**src/rtl/counter_pkg.sv**
```systemverilog
// Shared types for the counter slice collector: widths, FSM states and the slice result payload.
package counter_pkg;

  localparam int unsigned CNT_W = 32;
  localparam int unsigned IDX_W = 8;

  typedef enum logic [1:0] {
    ACCUM = 2'd0,
    DRAIN = 2'd1,
    DONE  = 2'd2
  } state_e;

  // Sum is carried at full counter width; the collector narrows it to SUM_W on output.
  typedef struct packed {
    logic [IDX_W-1:0] idx;
    logic [CNT_W-1:0] sum;
    logic [CNT_W-1:0] max;
  } slice_result_t;

endpackage

```
**src/rtl/slice_accumulator.sv**
```systemverilog
// Per-slice sum/max/element-count datapath; strobes complete_c on the sample that closes a slice.
// Optional macro COLLECTOR_SAT_EN makes the sum saturate and reports it on sat_c.
module slice_accumulator
  import counter_pkg::*;
#(
  parameter int unsigned NUM_COUNTER = 10,
  parameter int unsigned SUM_W       = 16
) (
  input  logic             Clk,
  input  logic             Reset,
  input  logic             sample_en,
  input  logic [CNT_W-1:0] sample,
  output logic             complete_c,
  output logic [SUM_W-1:0] sum_c,
  output logic [CNT_W-1:0] max_c,
  output logic             sat_c
);

  logic [IDX_W-1:0] elem_cnt_q;
  logic [SUM_W-1:0] sum_q;
  logic [CNT_W-1:0] max_q;
  logic [SUM_W-1:0] addend;

  assign addend = sample[SUM_W-1:0];

`ifdef COLLECTOR_SAT_EN
  logic             sat_q;
  logic [SUM_W:0]   sum_wide;

  // A carry out of the SUM_W-bit sum means the slice has saturated.
  assign sum_wide = {1'b0, sum_q} + {1'b0, addend};
  assign sum_c    = sum_wide[SUM_W] ? '1 : sum_wide[SUM_W-1:0];
  assign sat_c    = sat_q | sum_wide[SUM_W];

  always_ff @(posedge Clk or posedge Reset) begin
    if (Reset) begin
      sat_q <= 1'b0;
    end else if (sample_en) begin
      sat_q <= complete_c ? 1'b0 : sat_c;
    end
  end
`else
  assign sum_c = sum_q + addend;
  assign sat_c = 1'b0;
`endif

  assign max_c      = (sample > max_q) ? sample : max_q;
  assign complete_c = sample_en && (elem_cnt_q == IDX_W'(NUM_COUNTER - 1));

  // Running accumulators; they restart from zero once a slice closes.
  always_ff @(posedge Clk or posedge Reset) begin
    if (Reset) begin
      elem_cnt_q <= '0;
      sum_q      <= '0;
      max_q      <= '0;
    end else if (sample_en) begin
      if (complete_c) begin
        elem_cnt_q <= '0;
        sum_q      <= '0;
        max_q      <= '0;
      end else begin
        elem_cnt_q <= elem_cnt_q + IDX_W'(1);
        sum_q      <= sum_c;
        max_q      <= max_c;
      end
    end
  end

endmodule

```
**src/rtl/counter_slice_collector.sv**
```systemverilog
// Groups a counter stream into slices and presents per-slice sum/max on a valid/ready register.
// Optional macro COLLECTOR_SAT_EN: saturating slice sum, saturation also raises Overflow.
module counter_slice_collector
  import counter_pkg::*;
#(
  parameter int unsigned NUM_COUNTER = 10,
  parameter int unsigned NUM_SLICE   = 2,
  parameter int unsigned SUM_W       = 16
) (
  input  logic             Clk,
  input  logic             Reset,
  input  logic [31:0]      Counter,
  input  logic             Out_Ready,
  output logic             Out_Valid,
  output logic [7:0]       Slice_Idx,
  output logic [SUM_W-1:0] Slice_Sum,
  output logic [31:0]      Slice_Max,
  output logic             Overflow,
  output logic             Done
);

  state_e           state_q, state_d;
  logic [IDX_W-1:0] slice_cnt_q, slice_cnt_d;
  slice_result_t    res_q, res_d;
  logic             valid_q, valid_d;
  logic             ovf_q, ovf_d;
  logic             done_q, done_d;

  logic             sample_en_c;
  logic             transfer_c;
  logic             complete_c;
  logic [SUM_W-1:0] acc_sum_c;
  logic [CNT_W-1:0] acc_max_c;
  logic             acc_sat_c;

  assign sample_en_c = (state_q == ACCUM) && (Counter != '0);
  assign transfer_c  = valid_q && Out_Ready;

  slice_accumulator #(
    .NUM_COUNTER (NUM_COUNTER),
    .SUM_W       (SUM_W)
  ) u_acc (
    .Clk        (Clk),
    .Reset      (Reset),
    .sample_en  (sample_en_c),
    .sample     (Counter),
    .complete_c (complete_c),
    .sum_c      (acc_sum_c),
    .max_c      (acc_max_c),
    .sat_c      (acc_sat_c)
  );

  // Next-state, output register and sticky overflow.
  always_comb begin
    state_d     = state_q;
    slice_cnt_d = slice_cnt_q;
    res_d       = res_q;
    valid_d     = valid_q;
    ovf_d       = ovf_q;

    if (transfer_c) valid_d = 1'b0;

    if (complete_c) begin
      slice_cnt_d = slice_cnt_q + IDX_W'(1);
      // A held, unaccepted result wins; the new one is dropped.
      if (valid_q && !Out_Ready) begin
        ovf_d = 1'b1;
      end else begin
        valid_d = 1'b1;
        res_d   = '{idx: slice_cnt_q, sum: CNT_W'(acc_sum_c), max: acc_max_c};
      end
      if (acc_sat_c) ovf_d = 1'b1;
    end

    case (state_q)
      ACCUM:   if (slice_cnt_d == IDX_W'(NUM_SLICE)) state_d = DRAIN;
      DRAIN:   if (!valid_q || transfer_c) state_d = DONE;
      DONE:    state_d = DONE;
      default: state_d = ACCUM;
    endcase

    done_d = (state_d == DONE);
  end

  always_ff @(posedge Clk or posedge Reset) begin
    if (Reset) begin
      state_q     <= ACCUM;
      slice_cnt_q <= '0;
      res_q       <= '0;
      valid_q     <= 1'b0;
      ovf_q       <= 1'b0;
      done_q      <= 1'b0;
    end else begin
      state_q     <= state_d;
      slice_cnt_q <= slice_cnt_d;
      res_q       <= res_d;
      valid_q     <= valid_d;
      ovf_q       <= ovf_d;
      done_q      <= done_d;
    end
  end

  assign Out_Valid = valid_q;
  assign Slice_Idx = res_q.idx;
  assign Slice_Sum = SUM_W'(res_q.sum);
  assign Slice_Max = res_q.max;
  assign Overflow  = ovf_q;
  assign Done      = done_q;

endmodule
```
**config.mk**
```make
export PLATFORM = sky130hd
export DESIGN_NAME = counter_slice_collector
export DESIGN_NICKNAME = d
export VERILOG_FILES = /design/src/rtl/counter_pkg.sv /design/src/rtl/slice_accumulator.sv /design/src/rtl/counter_slice_collector.sv
export SDC_FILE = /design/constraint.sdc
export NUM_CORES = 1
export LEC_CHECK = 0
export CAP_MARGIN = 20
export CORE_AREA = 2 2 127 129
export DETAILED_ROUTE_END_ITERATION = 10
export DIE_AREA = 0 0 129 131
export GPL_ROUTABILITY_DRIVEN = 0
export PLACE_DENSITY = 0.85
export SYNTH_ARGS = -nofsm -noshare
export SYNTH_HDL_FRONTEND = slang
export SYNTH_HIERARCHICAL = 1
export SYNTH_SLANG_ARGS = --single-unit
```
**constraint.sdc**
```tcl
create_clock -name Clk -period 2.4 [get_ports Clk]
set_input_delay 0.24 -clock Clk [delete_from_list [all_inputs] [get_ports Clk]]
set_output_delay 0.24 -clock Clk [all_outputs]
set_load 0.01 [all_outputs]
```
Figure 1. Signal wires by layer (run 1).
Drawn at 3 px/µm.
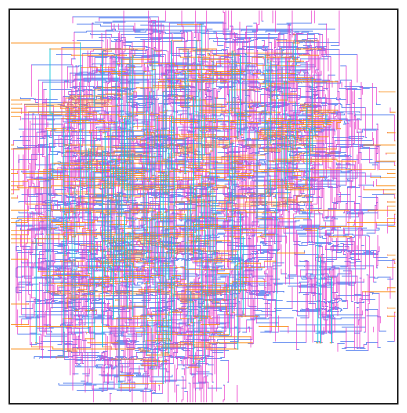
cyan -> met4  # wire length 3580 µm
magenta -> met2  # wire length 15600 µm
orange -> met3  # wire length 4570 µm
blue -> met1  # wire length 11300 µm
Total Wirelength: 35000 µm
WL/cell: 26.6 µm
Total GRT Usage: 38.8%
vias: 9162

Figure 2. Sequential cells grouped by signal name (run 1).
Drawn at 2 px/µm. Other sequential cells in the stronger gray, the rest of the logic in the fainter gray.
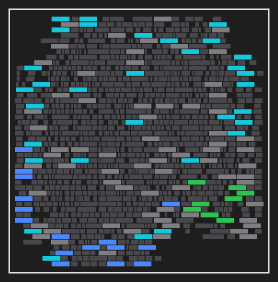
green -> `slice_cnt_q`  # placed flops 8, where lower right
blue -> `Slice_Sum`  # placed flops 16
cyan -> `Slice_Max`  # placed flops 32, where spread over the die
post-layout util: 79.3%
Register Area: 0.00313 mm²
Seq area share: 25.3%
Seq power: 0.00211 W

==> run_results.csv, run 1 <==
group,metric,value,unit
status,status,"finished with violations",
status,violations,"design-rule violations, negative setup slack",
global_route,grt_antenna_before_repair,0,
yosys,synthTopCellsByCount,"dfrtp_1, mux2_2, nand2_1",
yosys,synth_area_per_cell,10.0,µm²
yosys,async_flop_share,100,%
yosys,enable_flop_cells,0,
yosys,ys_chip_area,0.00795,mm²
cells_and_area,layout-drive-gt1-share,43.2,%
final_timing,slew_violations,0,
floorplanning,rows,46,
worst_setup_path,crit_arrival,3.43,ns
final_timing,setup_violations,75,
floorplanning,coreArea,0.0156,mm²
final_timing,slew_headroom,49.3,%
final_timing,tns,-35.01,ns
place,dp_slack,-0.830,ns
yosys,top_area_cell,"dfrtp_1",
yosys,syn_inst,792,
yosys,top_cell,"dfrtp_1",
cells_and_area,comb_share,40.4,%
clock_tree,post_cts_buffers,46,
final_timing,period_used_share,130,%
clock_tree,insertion_delay,0.45,ns
cells_and_area,fillCellCount,808,
floorplanning,die_h,131,µm
final_timing,period_minus_slack,3.11,ns
global_route,grt_pass1_wl,49200,µm
final_timing,grt_setup_unrepaired,"true",
worst_setup_path,crit_path_start_kind,"flip-flop",
global_route,grt_max_degree,57,
cells_and_area,comb_cells,567,
clock_tree,cts-root-buf,"clkbuf_16",
route,wl_met2,15600,µm
clock_tree,cts_max_level,4,
clock_tree,ctsHoldBuffers,0,
clock_tree,path_clk_slew,0.07,ns
cells_and_area,final_cells,1318,
cells_and_area,buffers,331,
route,dr_wl_met3,4570,µm
global_route,grt_pass1_vias,8937,
route,top_layer,"met4",
cells_and_area,lay_top_count,"buf_4",
yosys,synthDistinctLibCells,67,
pwr,ir_worst_vdd,0.463,mV
yosys,synth-seq-cells,125,
place,placed_cells,1218,
cells_and_area,buffer_area_share,25.4,%
floorplanning,fp_util,51.0,%
final_timing,tightest_slew,0.755,ns
floorplanning,die_area,0.0169,mm²
route,route.detailed.drc,10,
final_timing,fin_ws,-0.710,ns
yosys,fp_nets,878,
route,wl_met1,11300,µm
worst_setup_path,criticalPathCategory,"flip-flop to flip-flop",
clock_tree,cts_sinks,125,
cells_and_area,n_antenna_cell,0,
final_timing,finalClockSkew,0.0139,ns
cells_and_area,dominant_cells,"combinational gates",
route,ant_nets,0,
place,dp_hpwl,16000,µm
cells_and_area,inv_count,47,
run,drv_cap,0,
Figure 3. Routing congestion (run 1).
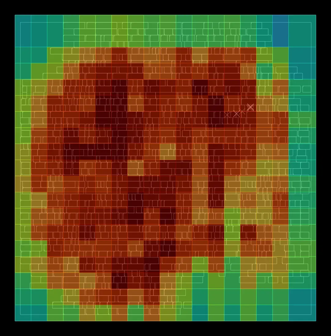
GR Util met2: 62.3%
met3 Track Usage GR: 10.9%
gr busiest metal: met2
GRT met1 Usage: 43.4%

## run 1: cell families (layout without fill, tap and decap cells)
family                     count (synthesis)  after routing  share of synthesized area [%]
AOI/OAI and AO/OA                        152            152                           13.5
xor gates and xnor gates                  23             23                           2.53
adders and majority gates                 51             51                           8.12
buffers and inverters                    100            410                           5.57
DFF                                      125            125                           39.3
muxes                                     92             92                           13.9
other                                      1              1                         0.0472
and+or+nand+nor                          248            248                           17.0
## run 1: critical path, cell delays in order (launching register included)
cell and delay (ns):
dfrtp_1 0.41, inv_2 0.09, ha_4 0.20, a21oi_1 0.14, o21ai_1 0.28, o41a_4 0.59
o31ai_4 0.25, buf_6 0.22, buf_8 0.16, mux2_2 0.33, mux2_2 0.31
## run 1: worst paths after layout
| path | startpoint | endpoint | slack (ns) | cells past startpoint |
|---|---|---|---|---|
| worst max-delay path | u_acc/max_q[15] | Slice_Max[5] | -0.71 | 10 |
| worst min-delay path | Reset | Slice_Max[31] | 0.24 | 2 |
| worst max register to register | u_acc/max_q[15] | Slice_Max[5] | -0.71 | 10 |
| worst min register to register | Overflow | Overflow | 0.47 | 1 |
| max in group asynchronous | Reset | Slice_Sum[8] | 1.46 | 3 |
| min in group Clk | Counter[17] | Slice_Max[17] | 0.34 | 3 |
## run 1: metrics by stage
stage               total power (W)  instance area (µm²)  utilization [%]
floorplan                   0.00226                 7960                -
global placement            0.00247                10300             66.2
detailed placement          0.00248                10300             66.2
CTS                         0.00531                11900             76.6
global route                0.00553                12400             79.3
finish                      0.00542                12400             79.3
## run 1: report_power, final
part | switching (W) | leakage (nW) | total, W | internal [W]
Combinational | 0.000242 | 4.22 | 0.000410 | 0.000168
Clock | 0.00103 | 0.318 | 0.00291 | 0.00187
Sequential | 0 | 1.55 | 0.00211 | 0.00211
Figure 4. Ports around the boundary (run 1).
Drawn at 2 px/µm. Pins as bars across the die edge, other pins in gray.
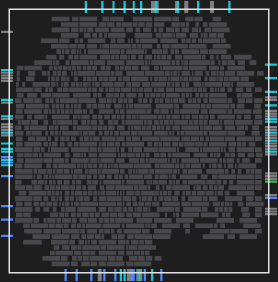

==> run 2, diff against run 1 <==
Settings changed: CORE_AREA 2 2 127 129 to 2 2 145 147, DIE_AREA 0 0 129 131 to 0 0 147 149, PLACE_DENSITY 0.85 to 0.7, SETUP_SLACK_MARGIN set to 0.05.
Figure 5. Ports around the boundary (run 2).
Drawn at 2 px/µm. Pins as bars across the die edge, other pins in gray.
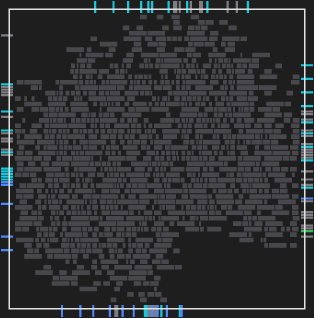
cyan -> `Slice_Max`  # pins 32, direction output, edge 10 top, 9 left, 9 right, 4 bottom
green -> `Out_Valid`  # pins 1, direction output, edge right
blue -> `Slice_Sum`  # pins 16, direction output, edge 10 bottom, 5 left, 1 right
all pins by edge = 31 right, 25 left, 20 bottom, 18 top

==> run 2 against run 1 <==
Effect of this change: the flow finishes with violations (negative setup slack); worst setup slack better by 0.31 ns; global-route usage is 16 points lower; largest cell class unchanged; flip-flop count stayed put; sequential share of layout area is 0.90 points higher; combinational power is 9.3% lower; via count is 16% lower; area after synthesis stayed put; clock-buffer cell count is 5 lower; sequential power hardly changed; fmax is 11% higher; largest power group unchanged.
==> run_results.csv, run 2 <==
group,metric,value,unit
cells_and_area,nets,1145,
route,drt-initial-drc-count,704,
final_timing,period_used_share,117,%
final_timing,finalClockSkew,0.00987,ns
final_timing,period_minus_slack,2.80,ns
yosys,ys.flop_type,"dfrtp_1",
yosys,area_leaders,"dfrtp_1, mux2_2, ha_1",
floorplanning,fp_util,38.7,%
route,dr_wl_met3,1720,µm
worst_setup_path,end_kind,"flip-flop",
yosys,syn_inst,792,
worst_setup_path,cpPeakStageDelay,0.38,ns
yosys,synthDistinctLibCells,67,
clock_tree,cts_resized,54,
place,placed_cells,1279,
route,top_layer,"met4",
cells_and_area,area_delta_synth_final,50.2,%
worst_setup_path,criticalPathCategory,"flip-flop to flip-flop",
floorplanning,die_h,149,µm
worst_setup_path,crit_path_start_kind,"flip-flop",
final_timing,slew_headroom,64.0,%
place,dp_slack,-0.831,ns
cells_and_area,postLayoutCellArea,0.0119,mm²
clock_tree,cts_sinks,125,
cells_and_area,n_antenna_cell,0,
route,wl_met2,12500,µm
cells_and_area,final_cell_mix,"buf_4, dfrtp_1, clkdlybuf4s50_1, mux2_2, nand2_1",
route,wl_met1,11000,µm
worst_setup_path,critPathBufInv,3,
route,num_vias,7709,
global_route,use_met1,29.5,%
global_route,grt_antenna_before_repair,0,
floorplanning,die_w,147,µm
pwr,switching_power,0.00125,W
clock_tree,path_clk_slew,0.06,ns
route,via_per_inst,5.72,
yosys,synth_area_per_cell,10.0,µm²
route,drt_pass1_iterations,5,
run,warnings,30,
clock_tree,cts_tree,"built",
clock_tree,post_cts_buffers,12,
yosys,synth-seq-cells,125,
pwr,ir_worst_vdd,0.432,mV
route,route.detailed.drc,0,
clock_tree,ctsHoldBuffers,0,
cells_and_area,final_cells,1347,
pwr,combPwrFrac,6.9,%
yosys,enable_flop_cells,0,
worst_setup_path,crit_arrival,3.10,ns
pwr,internal_power,0.00414,W
final_timing,fin_ws,-0.401,ns
final_timing,slew_violations,0,
floorplanning,ioPinCount,94,
clock_tree,cts_max_level,4,
final_timing,tns,-17.94,ns
pwr,p_clk_share,54.0,%
yosys,yosys_warnings,6,
yosys,ys_seq_share,39.3,%
route,wl_per_cell,19.3,µm
final_timing,grt_setup_unrepaired,"true",
floorplanning,die_area,0.0219,mm²
worst_setup_path,crit_fanout,5,
global_route,grt_pass1_wl,39700,µm
yosys,netlist.area_leader.share,39.3,%
cells_and_area,fin_util,58.1,%
yosys,top_area_cell,"dfrtp_1",
place,dp_hpwl,15900,µm
final_timing,fmax,357,MHz
pwr,p_per_area,451,mW/mm²
min_path,hold_class,"input port to asynchronous set/reset pin",
worst_setup_path,cp_top_family,"AND-OR/OR-AND gates",
global_route,busiest_layer,"met2",
yosys,synthTopCellsByCount,"dfrtp_1, mux2_2, nand2_1",
pwr,power_frac_seq,39.1,%
global_route,grt_pass1_vias,7699,
clock_tree,cts_made_buffers,17,
place,place_area,0.0104,mm²
worst_setup_path,cp.required,2.70,ns
route,routed_wl,25900,µm
place,portBuffers,93,
status,status,"finished with violations",
floorplanning,rows,53,
final_timing,tightest_slew,0.532,ns
floorplanning,coreArea,0.0206,mm²
yosys,ys_chip_area,0.00795,mm²
final_timing,finalHoldViolations,0,
cells_and_area,lay_top_count,"buf_4",
status,violations,"negative setup slack",
worst_setup_path,crit_chain,"inv_1 > ha_4 > nand4_1 > nor3_2 > a21boi_2 > o41a_4 > o31ai_4 > buf_6 > buf_8 > mux2_2 > mux2_4",
pwr,p_sw_share,23.2,%
pwr,p_leak,5.88,nW
clock_tree,insertion_delay,0.42,ns
clock_tree,clockBufferDepth,2,
final_timing,setup_violations,65,
pwr,power,0.00539,W
yosys,yosys_cells,792,
route,ant_nets,0,
yosys,fp_nets,878,
yosys,top_cell,"dfrtp_1",
global_route,grt_max_degree,53,
final_timing,whs,0.182,ns
run,drv_cap,0,
worst_setup_path,crit_path_top_delay_cell,"dfrtp_1",
cells_and_area,layout-drive-gt1-share,39.3,%
clock_tree,cts-root-buf,"clkbuf_16",
global_route,grt.overflow.total,0,
global_route,met3_usage,4.40,%
yosys,syn_area,0.00795,mm²
yosys,async_flop_share,100,%
Figure 6. Routing congestion (run 2).
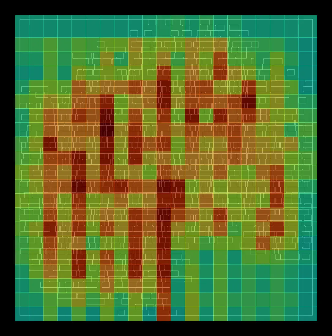
GR Util met2: 37.8%
Total GRT Usage: 22.7%

==> run 2: cell types whose count changed in the layout (fill, tap and decap cells not counted), moves of 5 or more <==
cell	delta
o22ai_2	-6
inv_6	+6
mux2_4	+7
buf_4	-13
mux2_2	-7
clkbuf_8	-5
nand3_1	+12
buf_6	-8
o22ai_1	+7
nand3_2	-11
==> run 2: cell type report <==
cell class	instances	area (µm²)
Fill cell	1654	8610
Multi-Input combinational cell	567	4850
Sequential cell	125	3130
Timing Repair Buffer	301	2790
Clock buffer	17	425
Tap cell	275	344
Clock inverter	15	230
Inverter	47	180
==> run 2: final timing paths <==
check                      slack [ns]               to            start  cells after the start
max                             -0.40     Slice_Max[2]  u_acc/max_q[11]                     11
min                              0.18  u_acc/max_q[23]            Reset                      2
max reg2reg                     -0.40     Slice_Max[2]  u_acc/max_q[11]                     11
min reg2reg                      0.47         Overflow         Overflow                      1
max in group asynchronous        1.52    Slice_Max[10]            Reset                      3
min in group Clk                 0.34    Slice_Max[11]      Counter[11]                      3
==> run 2: cells by family (layout without fill, tap and decap cells) <==
| logic type | Yosys count | after routing | synth area share (%) |
|---|---|---|---|
| AOI/OAI and AO/OA | 152 | 152 | 13.5 |
| muxes | 92 | 92 | 13.9 |
| other | 1 | 1 | 0.0472 |
| buffers and inverters | 100 | 380 | 5.57 |
| xor gates and xnor gates | 23 | 23 | 2.53 |
| adders and majority gates | 51 | 51 | 8.12 |
| DFF | 125 | 125 | 39.3 |
| and+or+nand+nor | 248 | 248 | 17.0 |
==> run 2: power groups by stage <==
stage	clock network [W]	registers [W]	logic [W]
finish	0.00291	0.00211	0.000372
global route	0.00303	0.00211	0.000400
CTS	0.00293	0.00211	0.000349
detailed placement	0	0.00215	0.000342
global placement	0	0.00215	0.000339
floorplan	0	0.00215	0.000117
Power and IR drop assume default switching activity.
